[config.mk]
export PLATFORM = sky130hd
export DESIGN_NAME = uart_rx_frontend_flat
export DESIGN_NICKNAME = d
export VERILOG_FILES = /design/src/rtl/uart_rx_frontend_pkg.sv /design/src/rtl/uart_rx_frontend_if.sv /design/src/rtl/uart_baud_tick.sv /design/src/rtl/uart_rx_frontend.sv /design/src/flat_wrapper.sv
export SDC_FILE = /design/constraint.sdc
export NUM_CORES = 1
export LEC_CHECK = 0
export CAP_MARGIN = 10
export CORE_AREA = 2 2 60 62
export CTS_BUF_LIST = sky130_fd_sc_hd__clkbuf_2
export CTS_CLUSTER_DIAMETER = 200
export CTS_CLUSTER_SIZE = 28
export DETAILED_ROUTE_END_ITERATION = 8
export DIE_AREA = 0 0 62 64
export PLACE_DENSITY_LB_ADDON = 0.08
export SLEW_MARGIN = 20
export SYNTH_ARGS = -nofsm -noshare
export SYNTH_HDL_FRONTEND = slang
export SYNTH_SLANG_ARGS = --single-unit
[constraint.sdc]
create_clock -name clk -period 2.23 [get_ports clk]
set_input_delay 0.446 -clock clk [delete_from_list [all_inputs] [get_ports clk]]
set_output_delay 0.446 -clock clk [all_outputs]
set_load 0.005 [all_outputs]
[src/rtl/uart_rx_frontend_pkg.sv]
// Shared UART definitions: frame constants, receiver state encoding and
// the baud divider helper used by both receive and transmit paths.
package uart_pkg;

  localparam int DATA_BITS = 8;
  localparam int STOP_BITS = 1;

  typedef enum logic [2:0] {
    IDLE  = 3'd0,
    START = 3'd1,
    DATA  = 3'd2,
    STOP  = 3'd3,
    BREAK = 3'd4
  } uart_state_t;

  // Clocks per oversample tick, truncated and clamped so a tick always exists.
  function automatic int baud_div(input int clk_freq, input int baud, input int os);
    int d;
    d = clk_freq / (baud * os);
    if (d < 1) d = 1;
    return d;
  endfunction

endpackage

[src/rtl/uart_rx_frontend_if.sv]
// Byte-level handshake between the receive front end and the memory controller.
interface uart_rx_frontend_if;
  logic [7:0] recv_data;
  logic       recv_fault;
  logic       uart_recv_using;
  logic       recv_valid;

  modport master (
    output recv_data,
    output recv_fault,
    output uart_recv_using,
    output recv_valid
  );

  modport slave (
    input recv_data,
    input recv_fault,
    input uart_recv_using,
    input recv_valid
  );
endinterface

[src/rtl/uart_baud_tick.sv]
// Free-running oversample tick generator; one-clock pulse every DIV clocks.
module uart_baud_tick #(
  parameter int DIV = 1
) (
  input  logic clk,
  input  logic rst,
  output logic tick
);

  localparam int CW = (DIV > 1) ? $clog2(DIV) : 1;
  localparam logic [CW-1:0] LAST = CW'(DIV - 1);

  logic [CW-1:0] cnt;

  // Count 0..DIV-1 and wrap; with DIV=1 the counter sits at 0 and ticks every clock.
  always_ff @(posedge clk or negedge rst) begin
    if (!rst) begin
      cnt <= '0;
    end else if (cnt == LAST) begin
      cnt <= '0;
    end else begin
      cnt <= cnt + CW'(1);
    end
  end

  assign tick = (cnt == LAST);

endmodule

[src/rtl/uart_rx_frontend.sv]
// 8N1 serial receiver: synchronizes rx, majority-votes three centre samples
// per bit and hands each byte to the controller with a busy/done handshake.
module uart_rx_frontend
  import uart_pkg::*;
#(
  parameter int CLK_FREQ   = 100000000,
  parameter int BAUD       = 115200,
  parameter int OVERSAMPLE = 16
) (
  input  logic                   clk,
  input  logic                   rst,
  input  logic                   rx,
  uart_rx_frontend_if.master     bus
);

  localparam int DIV = baud_div(CLK_FREQ, BAUD, OVERSAMPLE);
  localparam int M   = OVERSAMPLE / 2;
  localparam int SCW = $clog2(OVERSAMPLE);
  localparam int BCW = $clog2(DATA_BITS);

  localparam logic [SCW-1:0] S_PRE  = SCW'(M - 1);
  localparam logic [SCW-1:0] S_MID  = SCW'(M);
  localparam logic [SCW-1:0] S_DEC  = SCW'(M + 1);
  localparam logic [SCW-1:0] S_END  = SCW'(OVERSAMPLE - 1);
  localparam logic [BCW-1:0] B_LAST = BCW'(DATA_BITS - 1);

  logic           tick;
  logic           rx_meta;
  logic           rx_s;
  uart_state_t    state;
  logic [SCW-1:0] scnt;
  logic [BCW-1:0] bcnt;
  logic [7:0]     shift;
  logic           samp_a;
  logic           samp_b;
  logic           maj;
  logic           done_pend;
  logic [7:0]     data_q;
  logic           fault_q;
  logic           using_q;
  logic           valid_q;

  uart_baud_tick #(.DIV(DIV)) u_tick (
    .clk  (clk),
    .rst  (rst),
    .tick (tick)
  );

  // Two-flop synchronizer; resets to the idle-high line level.
  always_ff @(posedge clk or negedge rst) begin
    if (!rst) begin
      rx_meta <= 1'b1;
      rx_s    <= 1'b1;
    end else begin
      rx_meta <= rx;
      rx_s    <= rx_meta;
    end
  end

  // The third vote is the live sample taken on the decision tick itself.
  assign maj = (samp_a & samp_b) | (samp_a & rx_s) | (samp_b & rx_s);

  // Frame FSM; the done handshake runs every clock so it lands one clock after the stop decision.
  always_ff @(posedge clk or negedge rst) begin
    if (!rst) begin
      state     <= IDLE;
      scnt      <= '0;
      bcnt      <= '0;
      shift     <= '0;
      samp_a    <= 1'b1;
      samp_b    <= 1'b1;
      done_pend <= 1'b0;
      data_q    <= '0;
      fault_q   <= 1'b0;
      using_q   <= 1'b0;
      valid_q   <= 1'b0;
    end else begin
      valid_q <= 1'b0;
      if (done_pend) begin
        done_pend <= 1'b0;
        using_q   <= 1'b0;
        valid_q   <= 1'b1;
      end

      if (tick) begin
        if (scnt == S_PRE) samp_a <= rx_s;
        if (scnt == S_MID) samp_b <= rx_s;

        case (state)
          IDLE: begin
            if (!rx_s) begin
              state <= START;
              scnt  <= '0;
            end
          end

          START: begin
            if (scnt == S_DEC && maj) begin
              state <= IDLE;
              scnt  <= '0;
            end else if (scnt == S_END) begin
              state <= DATA;
              scnt  <= '0;
              bcnt  <= '0;
            end else begin
              if (scnt == S_DEC) using_q <= 1'b1;
              scnt <= scnt + SCW'(1);
            end
          end

          DATA: begin
            if (scnt == S_DEC) shift <= {maj, shift[7:1]};
            if (scnt == S_END) begin
              scnt <= '0;
              if (bcnt == B_LAST) begin
                state <= STOP;
              end else begin
                bcnt <= bcnt + BCW'(1);
              end
            end else begin
              scnt <= scnt + SCW'(1);
            end
          end

          STOP: begin
            if (scnt == S_DEC) begin
              data_q    <= shift;
              fault_q   <= ~maj;
              done_pend <= 1'b1;
              scnt      <= '0;
              state     <= maj ? IDLE : BREAK;
            end else begin
              scnt <= scnt + SCW'(1);
            end
          end

          BREAK: begin
            if (rx_s) state <= IDLE;
          end

          default: begin
            state <= IDLE;
            scnt  <= '0;
          end
        endcase
      end
    end
  end

  assign bus.recv_data       = data_q;
  assign bus.recv_fault      = fault_q;
  assign bus.uart_recv_using = using_q;
  assign bus.recv_valid      = valid_q;

endmodule
[src/flat_wrapper.sv]
// flat-port wrapper written by rule: the top's interface ports become plain ports
module uart_rx_frontend_flat import uart_pkg::*;
#(
  parameter int CLK_FREQ   = 100000000,
  parameter int BAUD       = 115200,
  parameter int OVERSAMPLE = 16
)
  (clk, rst, rx, bus_recv_data, bus_recv_fault, bus_uart_recv_using, bus_recv_valid);
  uart_rx_frontend_if bus_i ();
  input  logic clk;
  input  logic rst;
  input  logic rx;
  output wire logic [$bits(bus_i.recv_data)-1:0] bus_recv_data;
  output wire logic [$bits(bus_i.recv_fault)-1:0] bus_recv_fault;
  output wire logic [$bits(bus_i.uart_recv_using)-1:0] bus_uart_recv_using;
  output wire logic [$bits(bus_i.recv_valid)-1:0] bus_recv_valid;
  assign bus_recv_data = bus_i.recv_data;
  assign bus_recv_fault = bus_i.recv_fault;
  assign bus_uart_recv_using = bus_i.uart_recv_using;
  assign bus_recv_valid = bus_i.recv_valid;
  uart_rx_frontend #(.CLK_FREQ(CLK_FREQ), .BAUD(BAUD), .OVERSAMPLE(OVERSAMPLE)) u_core (.clk(clk), .rst(rst), .rx(rx), .bus(bus_i));
endmodule
### Clock network drawn from the DEF

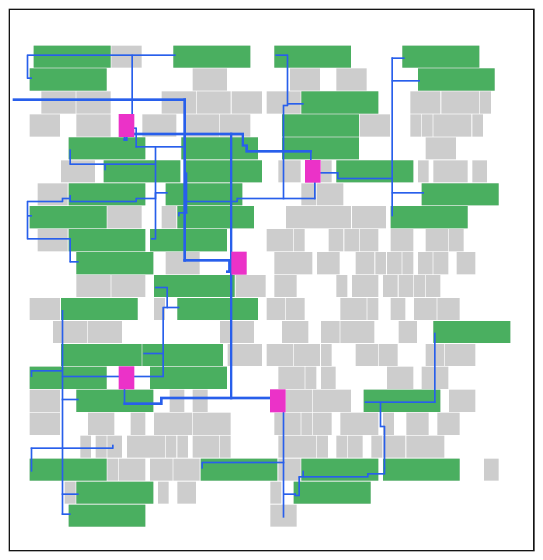
Blue shows clock wires, length 443 µm. Magenta shows clock-net drivers, count 5. Green shows flip-flops, count 40.
Position of the flops: all over the die. There are 6 routed clock nets.

### Wiring heat map

Bar = 20 µm. The die is cut into 12 by 13 equal tiles; dark purple is low, yellow is high, scaled to the fullest tile. Values are wire area over tile area, all layers added.
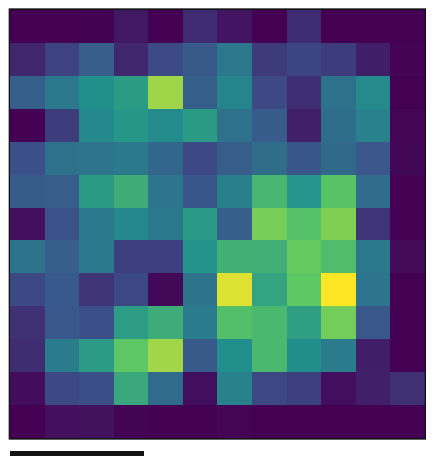
The densest ninth of the die: centre. The fullest tile reaches 0.44. The mean over all tiles is 0.13. 18% of the tiles are nearly empty. 21% of the tiles are over half the peak.

### Placed standard cells

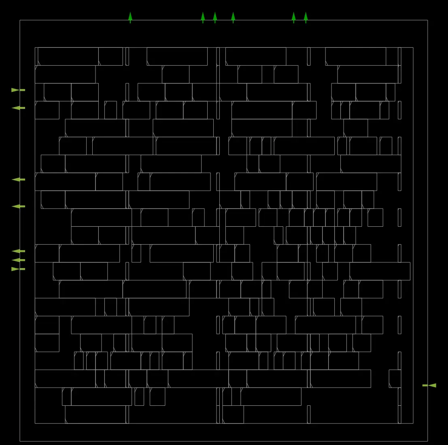
standard-cell rows: 21
FFs & Latches: 40
Layout Utilization: 0.659
floorplan core area: 0.00328 mm²
Tap Cells: 46

### Sequential cells coloured by netlist name

Other sequential cells in the stronger grey, the rest of the logic in the fainter grey.
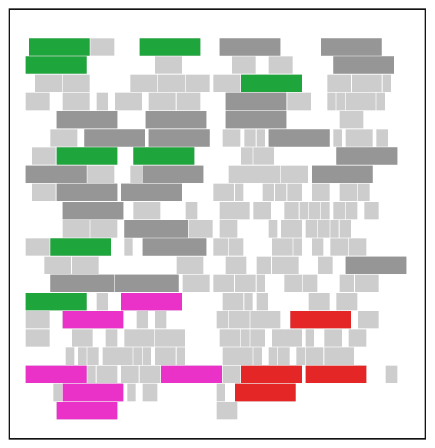
Green shows `u_core.bus.recv_data`, sequential cells 8. Red shows `u_core.scnt`, sequential cells 4. Magenta shows `u_core.u_tick.cnt`, sequential cells 6, where south-west.

==> run_summary.xml <==
<?xml version="1.0" encoding="UTF-8"?>
<metrics>
  <group name="outcome">
    <metric name="outcome" unit="">finished, final reports clean</metric>
  </group>
  <group name="yosys">
    <metric name="ys_sh_xor" unit="">0.0182</metric>
    <metric name="dominantRegCellSynth" unit="">sky130_fd_sc_hd__dfrtp_1</metric>
    <metric name="ys_cells" unit="">167</metric>
    <metric name="syn-mean-instance-area" unit="µm²">11.6</metric>
    <metric name="synth_warnings" unit="">0</metric>
    <metric name="yosys_register_bits" unit="">40</metric>
    <metric name="synth_area" unit="mm²">0.00193</metric>
    <metric name="post_synth_main_logic_family" unit="">simple AND/OR/NAND/NOR gates</metric>
    <metric name="synth_cell_type_count" unit="">43</metric>
    <metric name="yosys.stat.seqShare" unit="">0.521</metric>
    <metric name="asyncSetResetFlopFracSynth" unit="">1.00</metric>
    <metric name="post_synth_mux_area_share" unit="">0.127</metric>
    <metric name="synth.largest_area_cell" unit="">sky130_fd_sc_hd__dfrtp_1</metric>
    <metric name="yosys.area_share.adder" unit="">0.0506</metric>
    <metric name="ys_chip_area" unit="mm²">0.00193</metric>
  </group>
  <group name="final_timing">
    <metric name="timing.final.setup_violations" unit="">0</metric>
    <metric name="final_min_period_over_clock_period" unit="">0.923</metric>
    <metric name="layout_min_cycle_time" unit="ns">2.06</metric>
    <metric name="postLayoutSetupSlackWorst" unit="ns">0.171</metric>
    <metric name="final.setup_skew" unit="ns">0.0119</metric>
    <metric name="max_freq" unit="MHz">486</metric>
    <metric name="slew_viol_final" unit="">0</metric>
  </group>
  <group name="route">
    <metric name="route.antenna.remaining_nets" unit="">0</metric>
    <metric name="met2_wirelength" unit="µm">1670</metric>
    <metric name="routed-via-count" unit="">1318</metric>
    <metric name="detailedRoute.firstIterationViolations" unit="">83</metric>
    <metric name="routed_wirelength" unit="µm">3390</metric>
    <metric name="via_per_inst" unit="">5.73</metric>
    <metric name="met3WireLength" unit="µm">121</metric>
  </group>
  <group name="finish">
    <metric name="comb_cells" unit="">111</metric>
    <metric name="buffer_area_frac" unit="">0.0717</metric>
    <metric name="layout.cells.largest_class" unit="">registers</metric>
    <metric name="antenna-diode-count" unit="">0</metric>
    <metric name="sh_comb_area" unit="">0.403</metric>
    <metric name="layout.non_clock_inverters" unit="">8</metric>
    <metric name="layout.cells.most_common_list" unit="">sky130_fd_sc_hd__dfrtp_1, sky130_fd_sc_hd__mux2_2, sky130_fd_sc_hd__nor2_1, sky130_fd_sc_hd__clkdlybuf4s50_1</metric>
    <metric name="seq_area" unit="mm²">0.00101</metric>
    <metric name="nClkBuffers" unit="">7</metric>
    <metric name="post_route_cells_drive_above_1_share" unit="">0.239</metric>
    <metric name="design.final.nets" unit="">193</metric>
  </group>
  <group name="setup_path">
    <metric name="critical_path.top_delay_family" unit="">simple AND/OR/NAND/NOR gates</metric>
    <metric name="worst_ep_arrival_time" unit="ns">2.36</metric>
    <metric name="worstSetupEndpointType" unit="">flip-flop</metric>
    <metric name="crit_chain" unit="">inv_1 &gt; ha_1 &gt; nand4_2 &gt; or2_4 &gt; nor4_4 &gt; buf_4 &gt; mux2_2</metric>
    <metric name="endpoint_of_the_most_critical_register_to_register_path" unit="">u_core.shift[5]</metric>
    <metric name="crit_required" unit="ns">2.53</metric>
    <metric name="cp_num_buf_inv" unit="">2</metric>
    <metric name="worstSetupStartpointType" unit="">flip-flop</metric>
    <metric name="worst_path_max_delay_cell" unit="">sky130_fd_sc_hd__dfrtp_1</metric>
    <metric name="worst_setup_path_endpoint" unit="">u_core.shift[5]</metric>
    <metric name="startpoint" unit="">u_core.u_tick.cnt[1]</metric>
    <metric name="worst-setup-path-type" unit="">reg -&gt; reg</metric>
    <metric name="r2r-start" unit="">u_core.u_tick.cnt[1]</metric>
  </group>
  <group name="clock_tree">
    <metric name="level_count_of_the_clock_h_tree" unit="">2</metric>
    <metric name="clk_pin_slew_worst_paths" unit="ns">0.19</metric>
    <metric name="cts.path.max_buffers" unit="">2</metric>
    <metric name="postCtsSetupBuffers" unit="">0</metric>
  </group>
  <group name="grt">
    <metric name="first_pass_grt_wire_length" unit="µm">5980</metric>
    <metric name="antenna_violations_before_repair" unit="">0</metric>
    <metric name="grt_start_max_net_pins" unit="">41</metric>
    <metric name="grt.total_usage" unit="">0.202</metric>
    <metric name="global_route.overflow_total" unit="">0</metric>
  </group>
  <group name="power_and_ir_drop">
    <metric name="clkPwrFrac" unit="">0.296</metric>
    <metric name="power_sequential" unit="µW">731</metric>
    <metric name="switching_share" unit="">0.227</metric>
    <metric name="power.leakage" unit="nW">0.975</metric>
    <metric name="top_power_group" unit="">sequential cells</metric>
    <metric name="power.combinational.fraction" unit="">0.017</metric>
    <metric name="power_switching" unit="µW">242</metric>
    <metric name="clk-power" unit="µW">316</metric>
    <metric name="p_comb" unit="µW">18.0</metric>
  </group>
  <group name="place">
    <metric name="dpl-instance-area" unit="mm²">0.00212</metric>
    <metric name="detailedPlace.worstSlack" unit="ns">0.157</metric>
  </group>
  <group name="floorplanning">
    <metric name="floorplan.io_pins" unit="">14</metric>
    <metric name="die_boundary_height" unit="µm">64</metric>
    <metric name="fp.dieW" unit="µm">62</metric>
  </group>
</metrics>
Power is estimated from default activity; no workload was simulated.
